### Clock distribution, run 1

Bar = 20 um.
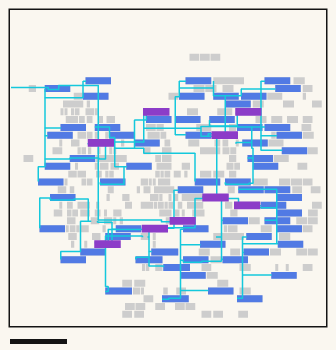
### Metal 3, run 1

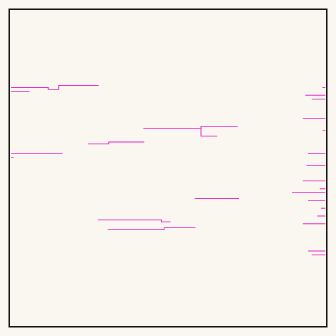
### Cell area per tile, run 1

The die is cut into 11 by 11 equal tiles; white is low, dark blue is high, 0 to 100% covered.
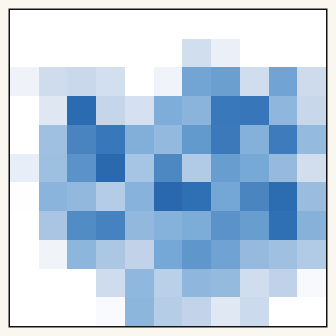
$ cat config.mk
export PLATFORM = sky130hd
export DESIGN_NAME = seven_seg_scan_ctrl
export DESIGN_NICKNAME = d
export VERILOG_FILES = /design/src/rtl/seven_seg_scan_ctrl.sv
export SDC_FILE = /design/constraint.sdc
export NUM_CORES = 1
export LEC_CHECK = 0
export CAP_MARGIN = 20
export CORE_UTILIZATION = 25
export CTS_BUF_LIST = sky130_fd_sc_hd__clkbuf_16
export DETAILED_ROUTE_END_ITERATION = 6
export GPL_TIMING_DRIVEN = 0
export PLACE_DENSITY = 0.51
export SETUP_SLACK_MARGIN = 0.1
export SLEW_MARGIN = 25
export SYNTH_ARGS = -nofsm -noshare
export SYNTH_HDL_FRONTEND = slang
export SYNTH_SLANG_ARGS = --single-unit
$ cat constraint.sdc
create_clock -name clk -period 3.1 [get_ports clk]
set_input_delay 0.465 -clock clk [delete_from_list [all_inputs] [get_ports clk]]
set_output_delay 0.465 -clock clk [all_outputs]
set_load 0.1 [all_outputs]
$ cat src/rtl/seven_seg_scan_ctrl.sv
// Time-multiplexed scan controller for a 4-digit common-anode seven-segment display.
// Optional macro LEADING_ZERO_BLANK_EN blanks leading zero digits (digit 0 always lit).
module seven_seg_scan_ctrl #(
    parameter int unsigned REFRESH_DIV  = 100000,
    parameter int unsigned GUARD_CYCLES = 16,
    parameter int unsigned CNT_W        = 17
) (
    input  logic        clk,
    input  logic        rst_n,
    input  logic        en,
    input  logic [15:0] value,
    input  logic        load,
    input  logic [3:0]  dp_mask,
    output logic [3:0]  x,
    output logic [3:0]  an,
    output logic        dp,
    output logic [1:0]  digit_sel,
    output logic        pending,
    output logic        frame_done
);

    typedef enum logic [1:0] {
        StOff,
        StGuard,
        StShow
    } state_e;

    localparam bit              HasGuard  = (GUARD_CYCLES != 0);
    localparam logic [CNT_W-1:0] ShowLast  = CNT_W'(REFRESH_DIV - 1);
    localparam logic [CNT_W-1:0] GuardLast = HasGuard ? CNT_W'(GUARD_CYCLES - 1) : '0;
    localparam logic [CNT_W-1:0] CntOne    = CNT_W'(1);
    localparam state_e           AfterShow = HasGuard ? StGuard : StShow;

    state_e             state_q, state_d;
    logic [CNT_W-1:0]   cnt_q, cnt_d;
    logic [1:0]         sel_q, sel_d;
    logic [15:0]        shown_q, shown_d;
    logic [15:0]        pbuf_q, pbuf_d;
    logic               pend_q, pend_d;
    logic               frame_q, frame_d;
    logic [3:0]         an_q, an_d;
    logic               dp_q, dp_d;
    logic [3:0]         x_q, x_d;
    logic               commit;
    logic               blank;
    logic               lit;

    // Scan sequencing: phase counter, digit index and frame-boundary commit.
    always_comb begin
        state_d = state_q;
        cnt_d   = cnt_q;
        sel_d   = sel_q;
        commit  = 1'b0;
        frame_d = 1'b0;
        unique case (state_q)
            StOff: begin
                cnt_d = '0;
                sel_d = 2'd0;
                if (en) begin
                    commit  = 1'b1;
                    state_d = AfterShow;
                end
            end
            StGuard: begin
                if (!en) begin
                    state_d = StOff;
                    cnt_d   = '0;
                    sel_d   = 2'd0;
                end else if (cnt_q == GuardLast) begin
                    state_d = StShow;
                    cnt_d   = '0;
                end else begin
                    cnt_d = cnt_q + CntOne;
                end
            end
            StShow: begin
                if (!en) begin
                    state_d = StOff;
                    cnt_d   = '0;
                    sel_d   = 2'd0;
                end else if (cnt_q == ShowLast) begin
                    state_d = AfterShow;
                    cnt_d   = '0;
                    sel_d   = sel_q + 2'd1;
                    if (sel_q == 2'd3) begin
                        commit  = 1'b1;
                        frame_d = 1'b1;
                    end
                end else begin
                    cnt_d = cnt_q + CntOne;
                end
            end
            default: begin
                state_d = StOff;
                cnt_d   = '0;
                sel_d   = 2'd0;
            end
        endcase
    end

    // A load coinciding with a commit bypasses the pending buffer.
    always_comb begin
        shown_d = shown_q;
        pbuf_d  = pbuf_q;
        pend_d  = pend_q;
        if (load) begin
            pbuf_d = value;
            pend_d = 1'b1;
        end
        if (commit) begin
            shown_d = load ? value : pbuf_q;
            pend_d  = 1'b0;
        end
    end

`ifdef LEADING_ZERO_BLANK_EN
    always_comb begin
        blank = 1'b0;
        unique case (sel_d)
            2'd0: blank = 1'b0;
            2'd1: blank = (shown_d[15:4] == 12'h000);
            2'd2: blank = (shown_d[15:8] == 8'h00);
            2'd3: blank = (shown_d[15:12] == 4'h0);
            default: blank = 1'b0;
        endcase
    end
`else
    assign blank = 1'b0;
`endif

    // Outputs are derived from next-state so they change on the same edge as the state.
    always_comb begin
        lit  = (state_d == StShow) && !blank;
        an_d = 4'b1111;
        dp_d = 1'b1;
        x_d  = 4'h0;
        if (state_d != StOff) begin
            x_d = shown_d[{sel_d, 2'b00} +: 4];
        end
        if (lit) begin
            an_d[sel_d] = 1'b0;
            dp_d        = ~dp_mask[sel_d];
        end
    end

    always_ff @(posedge clk or negedge rst_n) begin
        if (!rst_n) begin
            state_q <= StOff;
            cnt_q   <= '0;
            sel_q   <= 2'd0;
            shown_q <= 16'h0000;
            pbuf_q  <= 16'h0000;
            pend_q  <= 1'b0;
            frame_q <= 1'b0;
            an_q    <= 4'b1111;
            dp_q    <= 1'b1;
            x_q     <= 4'h0;
        end else begin
            state_q <= state_d;
            cnt_q   <= cnt_d;
            sel_q   <= sel_d;
            shown_q <= shown_d;
            pbuf_q  <= pbuf_d;
            pend_q  <= pend_d;
            frame_q <= frame_d;
            an_q    <= an_d;
            dp_q    <= dp_d;
            x_q     <= x_d;
        end
    end

    assign x          = x_q;
    assign an         = an_q;
    assign dp         = dp_q;
    assign digit_sel  = sel_q;
    assign pending    = pend_q;
    assign frame_done = frame_q;

endmodule

==> commit_impl_results.txt, run 1 <==
Refresh implementation metrics

- Total power draw: 3047 uW
- Total setup violations reported at the end of the flow: 0
- Cell count after placement: 414
* Most heavily used metal layer in global routing: met2
* Count of input and output buffers: 35
* Status: completed
- Logic share of the area: 32.15%
- Per the CTS log, the maximum H-tree level is 3.
- In this run the core area contains 39 standard-cell rows.
- The tree built by TritonCTS fans out to 64 sinks.
- In this run, power in flip-flops and latches comes to 1050 uW.
- Register share of the cell area: 42.02%
* Share of the yosys chip area belonging to registers: 54.77%
- Hold-check failures listed in the final report amount to 0.
- The worst setup path is captured at a register.
- Once layout is done, the placed cells without fillers occupy 3826 um^2.
- The worst setup path is launched from a register.
* Number of antenna violations at the first check in global routing: 0
- Minimum period implied by the final worst setup slack: 2.633 ns
- In this run the horizontal extent of the chip is 110.4 um.
- Largest non-sequential cell family by area: multiplexers
* Yosys warning count: 0
- The post-route report lists met1 wire length as 2.761 mm.
- Comb_multi_in: 155
- Category of the most critical setup path: register to register
- The biggest area contributor in the post-synthesis netlist is dfrtp_1.
Notes on 'Clock distribution' above:
blue -> flip-flops  # count 64
purple -> clock drivers  # count 9
cyan -> clock wires  # length 981 um
routed clock nets = 10
clock skew after layout: 0.006533 ns
part of the total power dissipated in the clock network: 38.0%
clock group power: 1160 uW

Notes on 'Metal 3' above:
nets with wire on the layer = 21
longest straight run = 22.1 um
wire length on this layer = 270 um
share of all routed wire = 4.6%
main direction = horizontal

Notes on 'Cell area per tile' above:
emptiest ninth of the die = north-west
fullest tile = 78%
mean over tiles = 30%
nearly empty tiles = 28%
tiles over 75% full = 3.3%

==> run 1 -> run 2 <==
PLACE_DENSITY = 0.53   (was 0.51)
clock period = 2.2 ns   (was 3.1 ns; I/O delays follow)
### Pin map, run 2

Pins as bars across the die edge, other pins in grey.
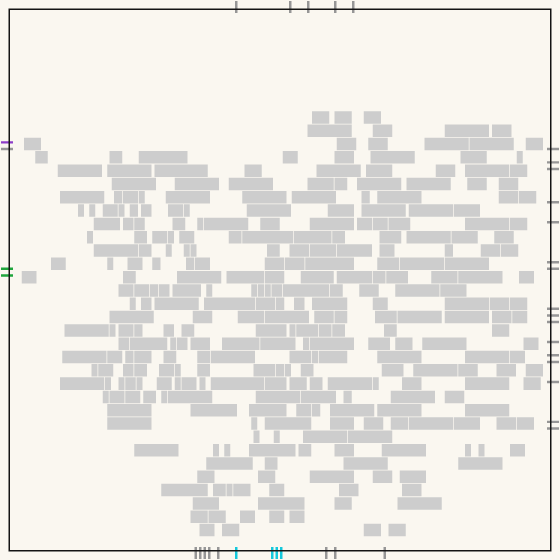
cyan -> an  # pins 4, direction output, edge south
purple -> clk  # pins 1, direction input, edge west
green -> digit_sel  # pins 2, direction output, edge west
all pins by edge = 16 east, 12 south, 5 north, 4 west
count of input and output buffers: 35
Die Ht: 110.4 um

==> run 2 against run 1 <==
Compared with the run above: the flow now finishes with violations (setup timing); synthesized cell count did not move; clock-buffer cell count did not move; die area did not move; largest cell class unchanged; highest routed layer unchanged.
==> commit_impl_results.txt, run 2 <==
Refresh implementation metrics

- The worst clock skew on the final layout was 0.005029 ns (-0.001504 ns).
- Per STA, the worst path is made up of ha_1, and3_4, a32o_2, buf_8, buf_6, mux2_4, and2_4, a211oi_2, a211oi_1.
- Final critical-path setup slack: -0.08708 ns
- Largest non-sequential cell family by area: multiplexers
- Met2 track demand over resource: 18.99%
- The number of hold violations in the final report came to 0 (unchanged).
- Yosys top cell by instances: dfrtp_1
* Startpoint class of the critical path: register
* Minimum period implied by the final worst setup slack: 2.287 ns (-0.3462 ns)
* Clock group power: 1490 uW (+28%)
- Comb_multi_in: 155 (unchanged)
* Number of antenna violations at the first check in global routing: 0 (unchanged)
- Timing-limited maximum frequency: 437.2 MHz
* Most heavily used metal layer in global routing: met2
* Share of the yosys chip area belonging to registers: 54.77% (unchanged)
- STA lists the endpoint of the worst register-to-register path as x[0].
- Of the total power, the share spent switching nets is 30.82%.
- Max-slew violation count: 0
* Yosys warning count: 0 (unchanged)
- The routed design uses 3.117 mm of met2 wire.
* Die outline width: 110.4 um (unchanged)
* Failing checks: setup timing
- TritonCTS built the clock tree.
- After routing, the total negative slack on setup checks comes to -0.2387 ns.
- Share of total power in combinational logic: 32.8%
* Number of enable-type register cells in the synthesized netlist: 0
- Counting buffers and inverters, the worst setup path is 9 cells deep.
* Logic share of the area: 34.82% (+2.7 points)
- Delay of the slowest cell on the worst path: 0.43 ns
- The clock sink count is 64 (unchanged).
* Met1 wire length: 2.820 mm (+2.1%)
- Register share of the cell area: 37.74% (-4.3 points)
* H-tree depth: 3 (unchanged)
* Status: finished, violations left
- Wire length reported by the detailed router: 6.344 mm
* Synth area leader: dfrtp_1
- Synth Instances: 235
- Top cells by count, synth: dfrtp_1, mux2_2, nor2_1
- Category of the most critical setup path: register to register
- Cells with a size suffix above 1 make up 41.42% of the layout.
- The number of cell rows was 39 (unchanged).
* Final non-filler cell area: 4283 um^2 (+12%)
* Cell count after placement: 414 (unchanged)
* Total setup violations reported at the end of the flow: 4 (+4)
- Part of the total power dissipated in the clock network: 33.7% (-4.3 points)
- Worst Path Buf+Inv: 2
- Critical path endpoint category: register
### Cell area per tile, run 2

The die is cut into 11 by 11 equal tiles; white is low, dark blue is high, 0 to 100% covered.
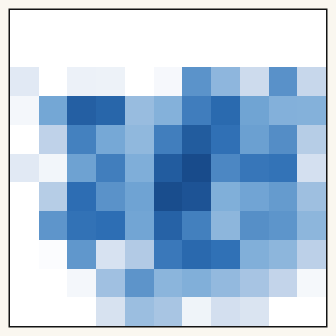
mean over tiles = 34%
nearly empty tiles = 30%
emptiest ninth of the die = north-west
tiles over 75% full = 9.9%
effective utilization at floorplan: 25.71%
placeable core region: 11420 um^2

Power and IR drop assume default switching activity.
